==> src/rtl/instr_sequencer.sv <==
// ---------------------------------------------------------------------------
// instr_sequencer
//   Multi-cycle sequencer that owns the program counter. It fetches 32-bit
//   instructions over a req/ack port and latches each one into an IR. It then
//   splits the IR fields into registered datapath controls and steps the
//   instruction through FETCH / DECODE / EXEC / WB / MEM / NEXT.
//
//   IR layout: op[31:26], reserved[25], rd[24:22], rs1[21:19], rs2[18:16],
//              i1[15:8], i2[7:0]
//
// Ports
//   clk, rst      rising-edge clock, synchronous active-high reset
//   start         leave IDLE and begin fetching at pc
//   imem_req/ack  instruction fetch handshake, imem_rdata valid with ack
//   pc            address of the current instruction
//   alu_control   000001 = ADD, 000010 = SUB, 000000 otherwise
//   rf_raddr1/2   register read addresses (rs1 / rs2)
//   rf_waddr      register write address (rd)
//   rf_we         register write strobe, one cycle in WB
//   imm1/imm2     immediate fields
//   mem_write     data-memory write, held until mem_ack
//   busy          high in every state except IDLE and HALT
//   halted        high in HALT
//   illegal       one-cycle pulse after decoding an undefined opcode
// ---------------------------------------------------------------------------
module instr_sequencer #(
    parameter int              PC_W     = 16,
    parameter int              PC_STEP  = 4,
    parameter logic [PC_W-1:0] RESET_PC = '0
) (
    input  logic            clk,
    input  logic            rst,
    input  logic            start,
    output logic            imem_req,
    input  logic            imem_ack,
    input  logic [31:0]     imem_rdata,
    output logic [PC_W-1:0] pc,
    output logic [5:0]      alu_control,
    output logic [2:0]      rf_raddr1,
    output logic [2:0]      rf_raddr2,
    output logic [2:0]      rf_waddr,
    output logic            rf_we,
    output logic [7:0]      imm1,
    output logic [7:0]      imm2,
    output logic            mem_write,
    input  logic            mem_ack,
    output logic            busy,
    output logic            halted,
    output logic            illegal
);

    localparam logic [5:0] OP_NOP   = 6'b000000;
    localparam logic [5:0] OP_ADD   = 6'b000001;
    localparam logic [5:0] OP_SUB   = 6'b000010;
    localparam logic [5:0] OP_STORE = 6'b000011;
    localparam logic [5:0] OP_HALT  = 6'b111111;

    typedef enum logic [2:0] {
        S_IDLE,
        S_FETCH,
        S_DECODE,
        S_EXEC,
        S_WB,
        S_MEM,
        S_NEXT,
        S_HALT
    } state_t;

    state_t      state;
    state_t      next_state;
    logic [31:0] ir;
    logic [5:0]  opcode;
    logic        op_legal;
    logic        ir_unused;

    assign opcode    = ir[31:26];
    // Bit 25 is reserved; it is latched with the rest of the IR but never used.
    assign ir_unused = ir[25];

    always_comb begin
        op_legal = 1'b0;
        case (opcode)
            OP_NOP, OP_ADD, OP_SUB, OP_STORE, OP_HALT: op_legal = 1'b1;
            default:                                   op_legal = 1'b0;
        endcase
    end

    // State register.
    always_ff @(posedge clk) begin
        if (rst) begin
            state <= S_IDLE;
        end else begin
            state <= next_state;
        end
    end

    // Next-state logic and the state-decoded handshake/status outputs.
    always_comb begin
        next_state = state;
        imem_req   = 1'b0;
        rf_we      = 1'b0;
        mem_write  = 1'b0;
        busy       = 1'b1;
        halted     = 1'b0;
        case (state)
            S_IDLE: begin
                busy = 1'b0;
                if (start) next_state = S_FETCH;
            end
            S_FETCH: begin
                imem_req = 1'b1;
                if (imem_ack) next_state = S_DECODE;
            end
            S_DECODE: begin
                case (opcode)
                    OP_ADD, OP_SUB: next_state = S_EXEC;
                    OP_STORE:       next_state = S_MEM;
                    OP_HALT:        next_state = S_HALT;
                    default:        next_state = S_NEXT;
                endcase
            end
            S_EXEC: next_state = S_WB;
            S_WB: begin
                rf_we      = 1'b1;
                next_state = S_NEXT;
            end
            S_MEM: begin
                mem_write = 1'b1;
                if (mem_ack) next_state = S_NEXT;
            end
            S_NEXT: next_state = S_FETCH;
            S_HALT: begin
                busy   = 1'b0;
                halted = 1'b1;
            end
            default: next_state = S_IDLE;
        endcase
    end

    // IR, PC and the registered decode outputs. The decode fields load on
    // the DECODE edge and then hold until the next instruction is decoded,
    // so they stay stable through EXEC/WB/MEM/NEXT. The illegal flag is
    // loaded on the same edge and cleared on the following one.
    always_ff @(posedge clk) begin
        if (rst) begin
            pc          <= RESET_PC;
            ir          <= '0;
            alu_control <= '0;
            rf_raddr1   <= '0;
            rf_raddr2   <= '0;
            rf_waddr    <= '0;
            imm1        <= '0;
            imm2        <= '0;
            illegal     <= 1'b0;
        end else begin
            illegal <= 1'b0;
            if (state == S_FETCH && imem_ack) begin
                ir <= imem_rdata;
            end
            if (state == S_NEXT) begin
                pc <= pc + PC_W'(PC_STEP);
            end
            if (state == S_DECODE) begin
                rf_waddr  <= ir[24:22];
                rf_raddr1 <= ir[21:19];
                rf_raddr2 <= ir[18:16];
                imm1      <= ir[15:8];
                imm2      <= ir[7:0];
                illegal   <= !op_legal;
                case (opcode)
                    OP_ADD:  alu_control <= 6'b000001;
                    OP_SUB:  alu_control <= 6'b000010;
                    default: alu_control <= 6'b000000;
                endcase
            end
        end
    end

endmodule

==> config.mk <==
export PLATFORM = sky130hd
export DESIGN_NAME = instr_sequencer
export DESIGN_NICKNAME = d
export VERILOG_FILES = /design/src/rtl/instr_sequencer.sv
export SDC_FILE = /design/constraint.sdc
export NUM_CORES = 1
export LEC_CHECK = 0
export CAP_MARGIN = 10
export CORE_MARGIN = 1
export CORE_UTILIZATION = 25
export DETAILED_ROUTE_END_ITERATION = 7
export DONT_BUFFER_PORTS = 1
export PLACE_DENSITY = 0.39
export SLEW_MARGIN = 20
export SYNTH_ARGS = -nofsm -noshare
export SYNTH_HDL_FRONTEND = slang
export SYNTH_SLANG_ARGS = --single-unit
==> constraint.sdc <==
create_clock -name clk -period 1.5 [get_ports clk]
set_clock_uncertainty 0.2 [all_clocks]
set_input_delay 0.225 -clock clk [delete_from_list [all_inputs] [get_ports clk]]
set_output_delay 0.225 -clock clk [all_outputs]
set_load 0.005 [all_outputs]
Run 1, metal 1:
Supply wires on this layer in grey.
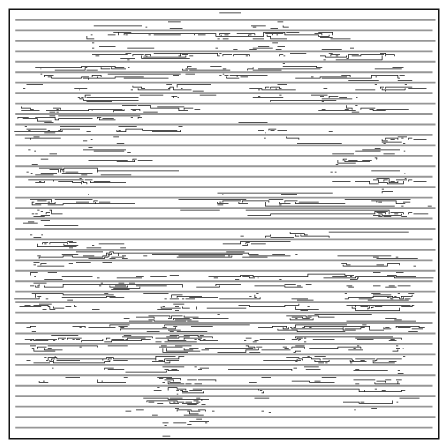
wire length on this layer	3,640 um
share of all routed wire	44%
nets with wire on the layer	410
main direction	horizontal

Run 1, M2 wires:
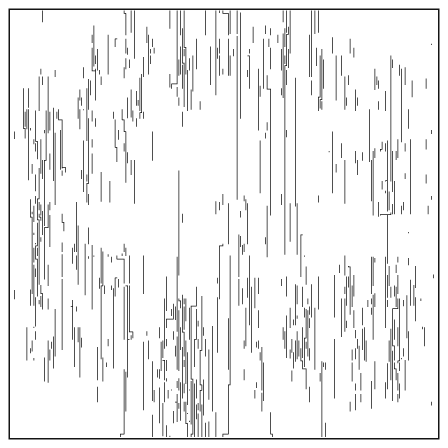
nets with wire on the layer	364
longest straight run	49.1 um
main direction	vertical
wire length on this layer	3,640 um
share of all routed wire	44%
routed vias: 2,638
met2 usage: 21.6%
DRT Wirelength: 8180 um

Run 1, the metal 3 layer:
Scale bar: 20 um. Cells faint in the background.
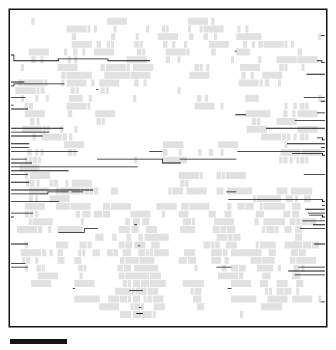
longest straight run	44.4 um
wire length on this layer	669 um
share of all routed wire	8.2%
main direction	horizontal
nets with wire on the layer	59
global routing usage on met3: 5.33%

Run 1, metal 4:
Supply wires on this layer in grey. Cells faint in the background.
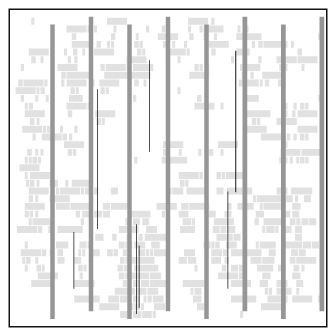
longest straight run	49.6 um
main direction	vertical
nets with wire on the layer	4
wire length on this layer	237 um
share of all routed wire	2.9%

==> flow_summary.yaml, run 1 <==
# generated from flow reports
sta:
  finalHoldViolations: 76
  worst_hold_slack_ns: -0.251
  fmax_mhz: 624
  finalMaxSlewViolations: 0
  worst_slack_ns: -0.103
  finalSetupViolations: 8
synthesis:
  ys_cells: 379
  syn_area_mm2: 0.00299
  syn_avg_cell_area_um2: 7.89
  top_cells_by_count: "nand2_1, dfxtp_1, a21oi_1"
  ys_seq_share_pct: 50.9
  ff_type: "dfxtp_1"
  ys_sh_mux_pct: 0.335
  synth_chip_area_mm2: 0.00299
  netlist_instances: 379
placed_design:
  gp_congestion: 0.798
  numPortBuffers: 0
  pre_cts_slack_ns: -0.0964
critical_path:
  crit_path_end_kind: "register"
  slowest_delay_ns: 0.46
  required_ns: 1.57
  critPathKind: "reg2reg"
  startpoint_type: "register"
clock_network:
  clock_latency_ns: 0.34
  cts_hold_buffers: 1
  cts_made_buffers: 9
  htree_levels: 3
drt:
  drc: 10
  dr_wl_met2_um: 3640
power_and_ir_drop:
  internal_power_uw: 4450
  seqPwrFrac_pct: 37.1
  p_clk_uw: 2290
global_route:
  antenna_found_initial: 0
run_status:
  status: "finished, violations left"
  violations: "design-rule violations, negative hold slack, negative setup slack"
floorplanning:
  num_rows: 39
  coreArea_mm2: 0.0115
  pin_count: 90
-- run 1: worst paths after layout --
check / from / endpoint / slack (ns) / cells past startpoint
hold reg to reg: ir[22] / rf_waddr[0] / 0.24 / 2
setup reg to reg: state[1] / pc[14] / -0.10 / 5
hold / removal: rst / state[2] / -0.25 / 1
setup / recovery: state[1] / pc[14] / -0.10 / 5
-- run 1: state kept, by name, indices dropped and copies added, names as in the netlist --
signal / cells
alu_control: 2
illegal: 1
imm1: 8
imm2: 8
ir: 31
pc: 14
rf_raddr1: 3
rf_raddr2: 3
rf_waddr: 3
state: 3
-- run 1: cell type report --
type,instances,area (um2),area share (%)
sequential,76,1540,38.7
timing repair buffer,51,468,11.7
multi-input combinational,275,1460,36.6
clock inverter,3,42.5,1.07
tap,143,179,4.49
inverter,3,13.8,0.345
clock buffer,13,280,7.03
--- run 2 (diff from run 1) ---
--- a/config.mk
+++ b/config.mk
@@ -6,11 +6,14 @@
 export NUM_CORES = 1
 export LEC_CHECK = 0
 export CAP_MARGIN = 10
+export CELL_PAD_IN_SITES_DETAIL_PLACEMENT = 1
+export CELL_PAD_IN_SITES_GLOBAL_PLACEMENT = 1
 export CORE_MARGIN = 1
 export CORE_UTILIZATION = 25
 export DETAILED_ROUTE_END_ITERATION = 7
 export DONT_BUFFER_PORTS = 1
-export PLACE_DENSITY = 0.39
+export HOLD_SLACK_MARGIN = 0.15
+export PLACE_DENSITY = 0.49
 export SLEW_MARGIN = 20
 export SYNTH_ARGS = -nofsm -noshare
 export SYNTH_HDL_FRONTEND = slang
Run 2, the clock network:
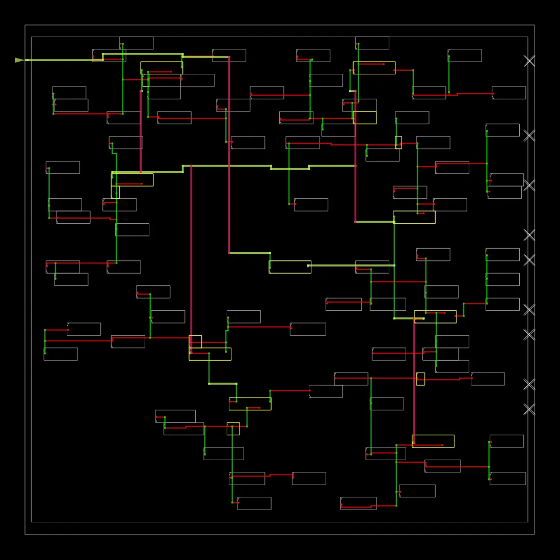
Layout clock buffers: 12
CTS buffer count: 9
Clock Power: 2020 uW
clock sinks: 76
Latency at later pin: 0.34 ns

==> flow_summary.yaml, run 2 <==
# generated from flow reports
synthesis:
  ys_top_logic_family: "simple AND/OR/NAND/NOR gates"
  synth_chip_area_mm2: 0.00299
  ys_sh_mux_pct: 0.335
  netlist_instances: 379
  ys_seq_share_pct: 50.9
  top_cells_by_count: "nand2_1, dfxtp_1, a21oi_1"
  syn_avg_cell_area_um2: 7.89
  ff_type: "dfxtp_1"
  syn_area_mm2: 0.00299
  ys_cells: 379
drt:
  dr_wl_met2_um: 4550
  wl_um: 9740
  num_vias: 2734
  drc: 18
  wl_per_cell_um: 17.2
  wl_met3_um: 518
critical_path:
  required_ns: 1.57
  slowest_delay_ns: 0.51
  path_depth: 4
  cp-startpoint: "state[0]"
  crit_path_end_kind: "register"
  rr_worst_depth: 4
  r2r-start: "state[0]"
  critPathKind: "reg2reg"
  cp-endpoint: "pc[14]"
  r2r_setup_slack_ns: -0.09
  startpoint_type: "register"
  critPathArrivalTime_ns: 1.67
  r2r-end: "pc[14]"
power_and_ir_drop:
  power.group.top: "registers"
  seqPwrFrac_pct: 35.8
  p_total_uw: 6660
  internal_power_uw: 4480
sta:
  finalHoldViolations: 76
  worst_hold_slack_ns: -0.257
  worst_slack_ns: -0.0936
  finalSetupViolations: 37
  finalMaxSlewViolations: 0
min_path:
  hold_start: "rst"
  hold_end: "pc[15]"
  hold_depth: 1
run:
  tool_warnings: 32
floorplanning:
  coreArea_mm2: 0.0115
  pin_count: 90
  num_rows: 39
clock_network:
  htree_levels: 3
  cts_hold_buffers: 1
finish:
  n_fill_cell: 1345
  largest_register_ffs: 31
  top_register: "ir"
  top_regs: "ir (31), pc (14)"
placed_design:
  dpl.cell_count: 527
  hpwl_um: 5320
  numPortBuffers: 0
  pre_cts_slack_ns: -0.0749
  gp_congestion: 0.700
global_route:
  met2_usage_pct: 22.6
  antenna_found_initial: 0
  grt_max_degree: 77
  use_met3_pct: 4.41
  overflow: 0
run_status:
  status: "finished, violations left"
  violations: "design-rule violations, negative hold slack, negative setup slack"
[run 2: cell counts after synthesis]
Identical to the previous run, type by type.
[run 2: layout make-up]
class / instances / area [um2] / share of cell area (%)
Clock buffer: 12 / 246 / 5.71
Clock inverter: 4 / 25.0 / 0.580
Inverter: 3 / 13.8 / 0.319
Multi-Input combinational cell: 275 / 1690 / 39.0
Sequential cell: 76 / 1550 / 35.9
Tap cell: 143 / 179 / 4.14
Timing Repair Buffer: 55 / 619 / 14.3
[run 2: timing repair]
| action | CTS | global route |
|---|---|---|
| pin swaps | 8 | 20 |
| resized | 23 | 105 |
| cloned | 1 | 6 |
| setup buffers | 8 | 9 |
| setup endpoints to repair | 22 | 70 |
| endpoints found under the hold margin | 76 | 76 |
Power figures rest on the tool's default switching activity, not on a simulated workload.
